## src/rtl/multi_seq_pkg.sv

```systemverilog
// -----------------------------------------------------------------------------
// multi_seq_pkg
//
// Purpose : Shared definitions for the multi_seq sequencer and its config
//           slice multiplexer: FSM state encoding, completion status codes,
//           default parameter values and the index-width helper used to size
//           select buses.
//
// Contents:
//   DEF_NUM_SEQ / DEF_CNT_W / DEF_NUM_SYNC : default parameter values
//   state_e                                : sequencer FSM states
//   STATUS_OK / STATUS_TIMEOUT             : values driven on status with done
//   idx_w()                                : width of an index into n items
// -----------------------------------------------------------------------------
package multi_seq_pkg;

    // Default build: four sequences, 8-bit counters, two sync lines.
    localparam int unsigned DEF_NUM_SEQ  = 4;
    localparam int unsigned DEF_CNT_W    = 8;
    localparam int unsigned DEF_NUM_SYNC = 2;

    typedef enum logic [1:0] {
        ST_IDLE      = 2'd0,
        ST_WAIT_SYNC = 2'd1,
        ST_RUN       = 2'd2,
        ST_DONE      = 2'd3
    } state_e;

    localparam logic [1:0] STATUS_OK      = 2'd0;
    localparam logic [1:0] STATUS_TIMEOUT = 2'd1;

    // Width of an index selecting one of n items. A single item still gets a
    // one-bit index so no bus ever collapses to zero width.
    function automatic int unsigned idx_w(input int unsigned n);
        return (n > 1) ? int'($clog2(n)) : 1;
    endfunction

endpackage : multi_seq_pkg

```

## src/rtl/seq_cfg_mux.sv

```systemverilog
// -----------------------------------------------------------------------------
// seq_cfg_mux
//
// Purpose : Combinational selection of one sequence's configuration slice out
//           of the flattened per-sequence configuration buses. An index that
//           names no sequence yields an all-zero slice; the sequencer never
//           launches on such an index, so the value is only a safe default.
//
// Ports   :
//   sel_i          in   SEL_W            sequence index
//   cfg_len_i      in   NUM_SEQ*CNT_W    run length, slice i = sequence i
//   cfg_rep_i      in   NUM_SEQ*CNT_W    extra passes, slice i = sequence i
//   cfg_sync_en_i  in   NUM_SEQ          sync-wait enable per sequence
//   cfg_sync_idx_i in   NUM_SEQ*SYNC_W   sync line per sequence
//   len_o          out  CNT_W            selected run length
//   rep_o          out  CNT_W            selected extra passes
//   sync_en_o      out  1                selected sync-wait enable
//   sync_idx_o     out  SYNC_W           selected sync line
// -----------------------------------------------------------------------------
module seq_cfg_mux
    import multi_seq_pkg::*;
#(
    parameter  int unsigned NUM_SEQ  = DEF_NUM_SEQ,
    parameter  int unsigned CNT_W    = DEF_CNT_W,
    parameter  int unsigned NUM_SYNC = DEF_NUM_SYNC,
    localparam int unsigned SEL_W    = idx_w(NUM_SEQ),
    localparam int unsigned SYNC_W   = idx_w(NUM_SYNC)
) (
    input  logic [SEL_W-1:0]          sel_i,
    input  logic [NUM_SEQ*CNT_W-1:0]  cfg_len_i,
    input  logic [NUM_SEQ*CNT_W-1:0]  cfg_rep_i,
    input  logic [NUM_SEQ-1:0]        cfg_sync_en_i,
    input  logic [NUM_SEQ*SYNC_W-1:0] cfg_sync_idx_i,
    output logic [CNT_W-1:0]          len_o,
    output logic [CNT_W-1:0]          rep_o,
    output logic                      sync_en_o,
    output logic [SYNC_W-1:0]         sync_idx_o
);

    // Comparing against each legal index (rather than a variable part-select)
    // keeps out-of-range indices from reading past the end of the buses.
    always_comb begin
        // NOTE: every output gets a default before the loop; an output left
        // unassigned on some path would infer a latch.
        len_o      = '0;
        rep_o      = '0;
        sync_en_o  = 1'b0;
        sync_idx_o = '0;
        for (int i = 0; i < NUM_SEQ; i++) begin
            if (sel_i == SEL_W'(i)) begin
                len_o      = cfg_len_i[i*CNT_W +: CNT_W];
                rep_o      = cfg_rep_i[i*CNT_W +: CNT_W];
                sync_en_o  = cfg_sync_en_i[i];
                sync_idx_o = cfg_sync_idx_i[i*SYNC_W +: SYNC_W];
            end
        end
    end

endmodule : seq_cfg_mux

```

## src/rtl/multi_seq.sv

```systemverilog
// -----------------------------------------------------------------------------
// multi_seq
//
// Purpose : Launches one of NUM_SEQ configurable sequences. A sequence may
//           first wait for an external sync line (optionally bounded by a
//           timeout), then runs for len cycles per pass over rep+1 passes and
//           finishes with a one-cycle done pulse carrying a status code. The
//           configuration of the launched sequence is captured at launch, so
//           the config buses may change freely while it is active.
//
// Ports   :
//   clk           in   1                 clock, rising edge
//   reset_n       in   1                 synchronous active-low reset
//   start         in   1                 launch request (honoured in IDLE only)
//   seq_sel       in   SEL_W             sequence to launch
//   abort         in   1                 terminate the active sequence
//   ext_sync      in   NUM_SYNC          external sync levels
//   cfg_len       in   NUM_SEQ*CNT_W     run length per sequence
//   cfg_rep       in   NUM_SEQ*CNT_W     extra passes per sequence
//   cfg_sync_en   in   NUM_SEQ           sequence waits for sync first
//   cfg_sync_idx  in   NUM_SEQ*SYNC_W    sync line per sequence
//   cfg_timeout   in   CNT_W             sync-wait limit, 0 = unbounded
//   running       out  1                 high in WAIT_SYNC and RUN
//   done          out  1                 completion pulse
//   status        out  2                 STATUS_OK / STATUS_TIMEOUT with done
//   aborted       out  1                 pulse after an abort took effect
//   bad_sel       out  1                 pulse after start with a bad index
//   active_seq    out  SEL_W             latched index of current sequence
//   step          out  CNT_W             cycle within current pass
//   pass          out  CNT_W             current pass number
//
// All outputs are registers loaded from the next-state values, so each one
// describes the state the machine occupies during the same cycle.
// -----------------------------------------------------------------------------
module multi_seq
    import multi_seq_pkg::*;
#(
    parameter  int unsigned NUM_SEQ  = DEF_NUM_SEQ,
    parameter  int unsigned CNT_W    = DEF_CNT_W,
    parameter  int unsigned NUM_SYNC = DEF_NUM_SYNC,
    localparam int unsigned SEL_W    = idx_w(NUM_SEQ),
    localparam int unsigned SYNC_W   = idx_w(NUM_SYNC)
) (
    input  logic                      clk,
    input  logic                      reset_n,
    input  logic                      start,
    input  logic [SEL_W-1:0]          seq_sel,
    input  logic                      abort,
    input  logic [NUM_SYNC-1:0]       ext_sync,
    input  logic [NUM_SEQ*CNT_W-1:0]  cfg_len,
    input  logic [NUM_SEQ*CNT_W-1:0]  cfg_rep,
    input  logic [NUM_SEQ-1:0]        cfg_sync_en,
    input  logic [NUM_SEQ*SYNC_W-1:0] cfg_sync_idx,
    input  logic [CNT_W-1:0]          cfg_timeout,
    output logic                      running,
    output logic                      done,
    output logic [1:0]                status,
    output logic                      aborted,
    output logic                      bad_sel,
    output logic [SEL_W-1:0]          active_seq,
    output logic [CNT_W-1:0]          step,
    output logic [CNT_W-1:0]          pass
);

    // ---------------------------------------------------------------------
    // Declarations
    // ---------------------------------------------------------------------
    state_e state_q, state_d;

    // Slice of the sequence named by seq_sel (valid only while launching).
    logic [CNT_W-1:0]  mux_len;
    logic [CNT_W-1:0]  mux_rep;
    logic              mux_sync_en;
    logic [SYNC_W-1:0] mux_sync_idx;

    // Configuration captured at launch.
    logic [SEL_W-1:0]  act_seq_q,  act_seq_d;
    logic [CNT_W-1:0]  len_q,      len_d;
    logic [CNT_W-1:0]  rep_q,      rep_d;
    logic              sync_en_q,  sync_en_d;
    logic [SYNC_W-1:0] sync_idx_q, sync_idx_d;
    logic [CNT_W-1:0]  timeout_q,  timeout_d;

    // Counters.
    logic [CNT_W-1:0]  step_q, step_d;
    logic [CNT_W-1:0]  pass_q, pass_d;
    logic [CNT_W-1:0]  wait_q, wait_d;

    // Registered outputs.
    logic              running_q, running_d;
    logic              done_q,    done_d;
    logic [1:0]        status_q,  status_d;
    logic              aborted_q, aborted_d;
    logic              bad_sel_q, bad_sel_d;

    logic sel_ok;
    logic launch;
    logic sync_hit;
    logic timeout_hit;
    logic last_step;

    // ---------------------------------------------------------------------
    // Config slice selection
    // ---------------------------------------------------------------------
    seq_cfg_mux #(
        .NUM_SEQ  (NUM_SEQ),
        .CNT_W    (CNT_W),
        .NUM_SYNC (NUM_SYNC)
    ) u_cfg_mux (
        .sel_i          (seq_sel),
        .cfg_len_i      (cfg_len),
        .cfg_rep_i      (cfg_rep),
        .cfg_sync_en_i  (cfg_sync_en),
        .cfg_sync_idx_i (cfg_sync_idx),
        .len_o          (mux_len),
        .rep_o          (mux_rep),
        .sync_en_o      (mux_sync_en),
        .sync_idx_o     (mux_sync_idx)
    );

    // ---------------------------------------------------------------------
    // Decode
    // ---------------------------------------------------------------------
    // Zero-extend by one bit so the compare holds for any NUM_SEQ, including
    // a power of two where every encodable index is legal.
    assign sel_ok = ({1'b0, seq_sel} < (SEL_W + 1)'(NUM_SEQ));

    // abort outranks start in IDLE: the request is dropped silently.
    assign launch = (state_q == ST_IDLE) && start && !abort && sel_ok;

    assign sync_hit = sync_en_q && ext_sync[sync_idx_q];

    // wait_q holds the number of WAIT_SYNC cycles already completed, so the
    // limit is reached at the edge that closes the timeout-th cycle.
    assign timeout_hit = (timeout_q != '0) && (wait_q == timeout_q - CNT_W'(1));

    // Only consulted in RUN, where len_q is never zero.
    assign last_step = (step_q == len_q - CNT_W'(1));

    // ---------------------------------------------------------------------
    // State register
    // ---------------------------------------------------------------------
    // NOTE: reset_n is sampled inside the clocked block and is absent from the
    // sensitivity list, which makes the reset synchronous.
    always_ff @(posedge clk) begin
        // NOTE: non-blocking assignments so every register in the design
        // samples the values that existed before this edge.
        if (!reset_n) begin
            state_q <= ST_IDLE;
        end else begin
            state_q <= state_d;
        end
    end

    // ---------------------------------------------------------------------
    // Next-state logic
    // ---------------------------------------------------------------------
    always_comb begin
        state_d = state_q;
        case (state_q)
            ST_IDLE: begin
                if (launch) begin
                    if (mux_sync_en) begin
                        state_d = ST_WAIT_SYNC;
                    end else if (mux_len != '0) begin
                        state_d = ST_RUN;
                    end else begin
                        state_d = ST_DONE;
                    end
                end
            end
            ST_WAIT_SYNC: begin
                // A sync sampled on the same edge as the timeout wins.
                if (abort) begin
                    state_d = ST_IDLE;
                end else if (sync_hit) begin
                    state_d = (len_q != '0) ? ST_RUN : ST_DONE;
                end else if (timeout_hit) begin
                    state_d = ST_DONE;
                end
            end
            ST_RUN: begin
                if (abort) begin
                    state_d = ST_IDLE;
                end else if (last_step && (pass_q >= rep_q)) begin
                    state_d = ST_DONE;
                end
            end
            ST_DONE: begin
                state_d = ST_IDLE;
            end
            default: begin
                state_d = ST_IDLE;
            end
        endcase
    end

    // ---------------------------------------------------------------------
    // Datapath and output next values
    // ---------------------------------------------------------------------
    always_comb begin
        act_seq_d  = act_seq_q;
        len_d      = len_q;
        rep_d      = rep_q;
        sync_en_d  = sync_en_q;
        sync_idx_d = sync_idx_q;
        timeout_d  = timeout_q;
        step_d     = '0;
        pass_d     = '0;
        wait_d     = '0;

        if (launch) begin
            act_seq_d  = seq_sel;
            len_d      = mux_len;
            rep_d      = mux_rep;
            sync_en_d  = mux_sync_en;
            sync_idx_d = mux_sync_idx;
            timeout_d  = cfg_timeout;
        end

        // Counters advance only while the state is held; any entry into RUN
        // or WAIT_SYNC therefore starts them from zero.
        if ((state_q == ST_RUN) && (state_d == ST_RUN)) begin
            if (last_step) begin
                pass_d = pass_q + CNT_W'(1);
            end else begin
                step_d = step_q + CNT_W'(1);
                pass_d = pass_q;
            end
        end

        // Saturate so an unbounded wait cannot wrap the counter.
        if ((state_q == ST_WAIT_SYNC) && (state_d == ST_WAIT_SYNC)) begin
            wait_d = (wait_q == '1) ? wait_q : wait_q + CNT_W'(1);
        end

        running_d = (state_d == ST_WAIT_SYNC) || (state_d == ST_RUN);
        done_d    = (state_d == ST_DONE);

        // Leaving WAIT_SYNC for DONE without a sync can only be the timeout.
        status_d = STATUS_OK;
        if ((state_q == ST_WAIT_SYNC) && (state_d == ST_DONE) && !sync_hit) begin
            status_d = STATUS_TIMEOUT;
        end

        aborted_d = abort && (state_q != ST_IDLE);
        bad_sel_d = (state_q == ST_IDLE) && start && !abort && !sel_ok;
    end

    // ---------------------------------------------------------------------
    // Datapath and output registers
    // ---------------------------------------------------------------------
    always_ff @(posedge clk) begin
        if (!reset_n) begin
            act_seq_q  <= '0;
            len_q      <= '0;
            rep_q      <= '0;
            sync_en_q  <= 1'b0;
            sync_idx_q <= '0;
            timeout_q  <= '0;
            step_q     <= '0;
            pass_q     <= '0;
            wait_q     <= '0;
            running_q  <= 1'b0;
            done_q     <= 1'b0;
            status_q   <= STATUS_OK;
            aborted_q  <= 1'b0;
            bad_sel_q  <= 1'b0;
        end else begin
            act_seq_q  <= act_seq_d;
            len_q      <= len_d;
            rep_q      <= rep_d;
            sync_en_q  <= sync_en_d;
            sync_idx_q <= sync_idx_d;
            timeout_q  <= timeout_d;
            step_q     <= step_d;
            pass_q     <= pass_d;
            wait_q     <= wait_d;
            running_q  <= running_d;
            done_q     <= done_d;
            status_q   <= status_d;
            aborted_q  <= aborted_d;
            bad_sel_q  <= bad_sel_d;
        end
    end

    assign running    = running_q;
    assign done       = done_q;
    assign status     = status_q;
    assign aborted    = aborted_q;
    assign bad_sel    = bad_sel_q;
    assign active_seq = act_seq_q;
    assign step       = step_q;
    assign pass       = pass_q;

endmodule : multi_seq

```

## config.mk

```make
export PLATFORM = sky130hd
export DESIGN_NAME = multi_seq
export DESIGN_NICKNAME = d
export VERILOG_FILES = /design/src/rtl/multi_seq_pkg.sv /design/src/rtl/seq_cfg_mux.sv /design/src/rtl/multi_seq.sv
export SDC_FILE = /design/constraint.sdc
export NUM_CORES = 1
export LEC_CHECK = 0
export ABC_AREA = 1
export CORE_MARGIN = 1
export CORE_UTILIZATION = 51
export CTS_CLUSTER_DIAMETER = 200
export CTS_CLUSTER_SIZE = 10
export DETAILED_ROUTE_END_ITERATION = 8
export PLACE_DENSITY = 0.86
export SYNTH_ARGS = -nofsm -noshare
export SYNTH_HDL_FRONTEND = slang
export SYNTH_SLANG_ARGS = --single-unit
```

## constraint.sdc

```tcl
create_clock -name clk -period 3.5 [get_ports clk]
set_input_delay 0.7 -clock clk [delete_from_list [all_inputs] [get_ports clk]]
set_output_delay 0.7 -clock clk [all_outputs]
set_load 0.02 [all_outputs]
```

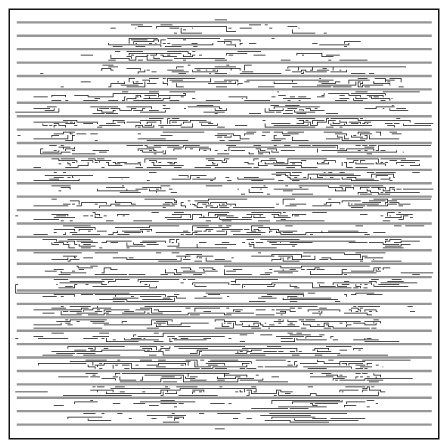
Figure 1: run 1, met1 routing.
Supply wires on this layer in grey.
The layer carries 4,320 um of wire. The longest straight run is 35.0 um. The layer holds 42% of the routed length. 682 nets have wire on it. The wires run mostly horizontal.

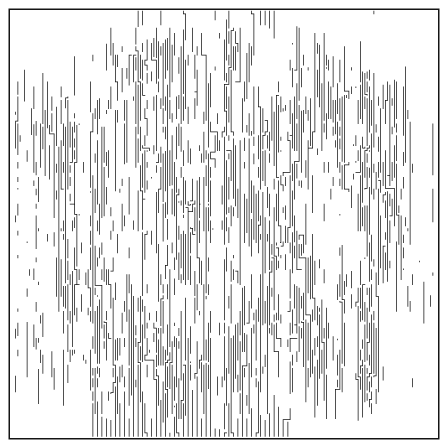
Figure 2: run 1, signal wires on met2.
The longest straight run is 33.3 um. The wires run mostly vertical. The layer holds 49% of the routed length. The layer carries 5,130 um of wire. 637 nets have wire on it.
routed via count: 4,047
Post-Route WL: 10.4 mm

==> results_dict.tcl, run 1 <==
# yosys + openroad results
set metrics [dict create \
    status "finished clean" \
    p_int_w 0.00163 \
    final_max_slew_viol_count 0 \
    whs_ns 0.472 \
    p_sw_share_pct 35.1 \
    tap_cells 96 \
    syn_avg_cell_area_um2 6.71 \
    track_usage_pct 29.2 \
    flop_cell "dfxtp_1" \
    dpl_worst_slack_ns 0.181 \
    pwr-share-clk_pct 31.3 \
    xor_area_share_pct 4.30 \
    ys_seq_share_pct 31.6 \
    drt_iter0_markers 181 \
    edf_count 0 \
    muxShareOfSynthArea_pct 0 \
    cts_root_buf "clkbuf_8" \
    top_cells_by_count "132 x nand2_1, 64 x inv_1, 58 x dfxtp_1" \
    synthArstFlopShare_pct 0 \
    fp_util_pct 53.4 \
    most_common_cell "nand2_1" \
    io_pins 112 \
    critPathTopFamily "buffers and inverters" \
    dp_hpwl_mm 7.71 \
    crit_path_frequent_cell "nand2_1" \
    lay_top_cells "132 x nand2_1, 109 x clkdlybuf4s50_1, 64 x inv_1" \
    synthTopCellsByArea "dfxtp_1 32%, nand2_1 14%, inv_1 6.5%" \
    nets 766 \
    clk_share_pct 4.94 \
    via_per_inst 5.31 \
    clk_path_buf_depth 2 \
    postCtsHoldBufs 0 \
    top_power_group "combinational cells" \
    buf_share_pct 22.7 \
    comb_power_share_pct 35.8 \
]
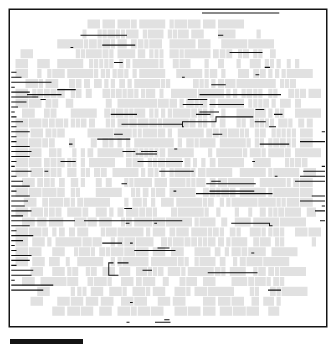
Figure 3: run 1, met3 routing.
Bar = 20 um.
The wires run mostly horizontal. The layer holds 5.8% of the routed length. The layer carries 603 um of wire. The longest straight run is 26.7 um.
GR Util met3: 4.38%

-- run 1: path summary, 6_finish.rpt --
| path | start | endpoint | slack (ns) | cells past startpoint |
|---|---|---|---|---|
| worst max-delay path | seq_sel[0] | step[4] | 0.48 | 15 |
| worst min-delay path | sync_en_q | sync_en_q | 0.47 | 2 |
| worst max register to register | timeout_q[0] | step[4] | 0.84 | 18 |
| worst min register to register | sync_en_q | sync_en_q | 0.47 | 2 |
-- run 1: routing by layer --
metal,vias up,global-route usage (%),part of all wire [%]
met5,-,0,0
met1,1838,33.3,42
li1,2009,-,-
met4,0,15.9,3.4
met2,165,52.2,49
met3,35,4.38,5.8
Figure 4. The metal 4 layer (run 1).
Supply wires on this layer in grey.
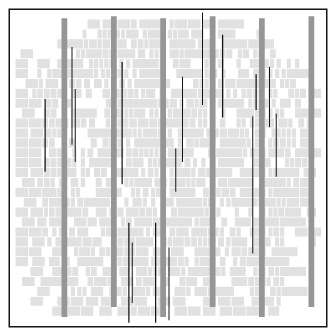

## Run 2: what changed since run 1
--- a/config.mk
+++ b/config.mk
@@ -12,6 +12,7 @@
 export CTS_CLUSTER_SIZE = 10
 export DETAILED_ROUTE_END_ITERATION = 8
 export PLACE_DENSITY = 0.86
+export RECOVER_POWER = 50
 export SYNTH_ARGS = -nofsm -noshare
 export SYNTH_HDL_FRONTEND = slang
 export SYNTH_SLANG_ARGS = --single-unit
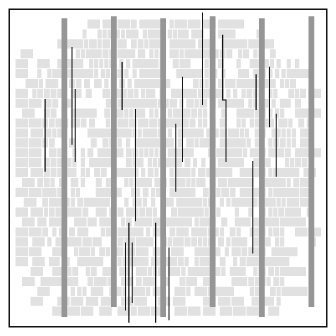
Figure 5: run 2, the metal 4 layer.
Supply wires on this layer in grey.
The longest straight run is 30.6 um. The wires run mostly vertical. The layer carries 389 um of wire.

==> run 2 against run 1 <==
Compared with the run above: utilization is 0.055 points lower; largest cell class unchanged; clock skew is 0.00094 ns lower; sequential cell count stayed put; via count hardly changed; critical path depth is 1 higher; final cell count stayed put.
==> results_dict.tcl, run 2 <==
# yosys + openroad results
set metrics [dict create \
    final_max_slew_viol_count 0 \
    hp-start "sync_en_q" \
    most_common_cell "nand2_1" \
    ys_seq_share_pct 31.6 \
    routed_wl_mm 10.4 \
    whs_ns 0.480 \
    lay_top_cells "132 x nand2_1, 93 x clkdlybuf4s50_1, 64 x inv_1" \
    top_power_group "combinational cells" \
    drt_iter0_markers 178 \
    via_per_inst 5.31 \
    xor_area_share_pct 4.30 \
    p_sw_share_pct 35.1 \
    syn_avg_cell_area_um2 6.71 \
    setup.worst_path.start "seq_sel[0]" \
    synthArstFlopShare_pct 0 \
    dp_hpwl_mm 7.71 \
    comb_power_share_pct 35.7 \
    crit_path_frequent_cell "nand2_1" \
    postCtsHoldBufs 0 \
    critPathTopFamily "buffers and inverters" \
    nets 766 \
    io_pins 112 \
    status "finished clean" \
    r2r-start "timeout_q[0]" \
]
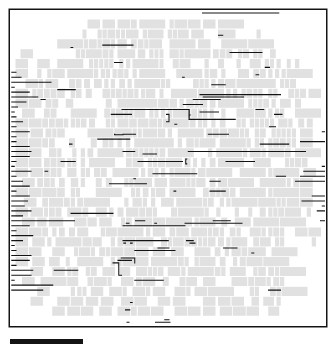
Figure 6: run 2, met3 routing.
Bar = 20 um.
102 nets have wire on it. The wires run mostly horizontal.

## run 2: cell counts after synthesis
Identical to the previous run, type by type.
## run 2: cell type report
class / count / area share, %
well taps: 96 / 2.36
repair buffers: 118 / 22.7
multi-input cells: 406 / 42.2
clock buffers: 11 / 2.97
flip-flops and latches: 58 / 22.8
inverters: 68 / 5.01
clock inverters: 5 / 1.97
## run 2: layer usage
layer  GRT usage [%]  wire (um)  vias up
met5               0          0        -
met4            15.9        388        0
met3            4.38        620       39
met2            52.2       5080      170
met1            33.3       4290     1831
li1                -          -     2010
## run 2: path summary, 6_finish.rpt
kind              slack (ns)         to  cells past startpoint
hold / removal          0.48  sync_en_q                      2
setup / recovery        0.45  wait_q[0]                     16
setup reg to reg        0.80    step[4]                     18
hold reg to reg         0.48  sync_en_q                      2
No activity file was given, so power comes from the tool's default toggle rates.
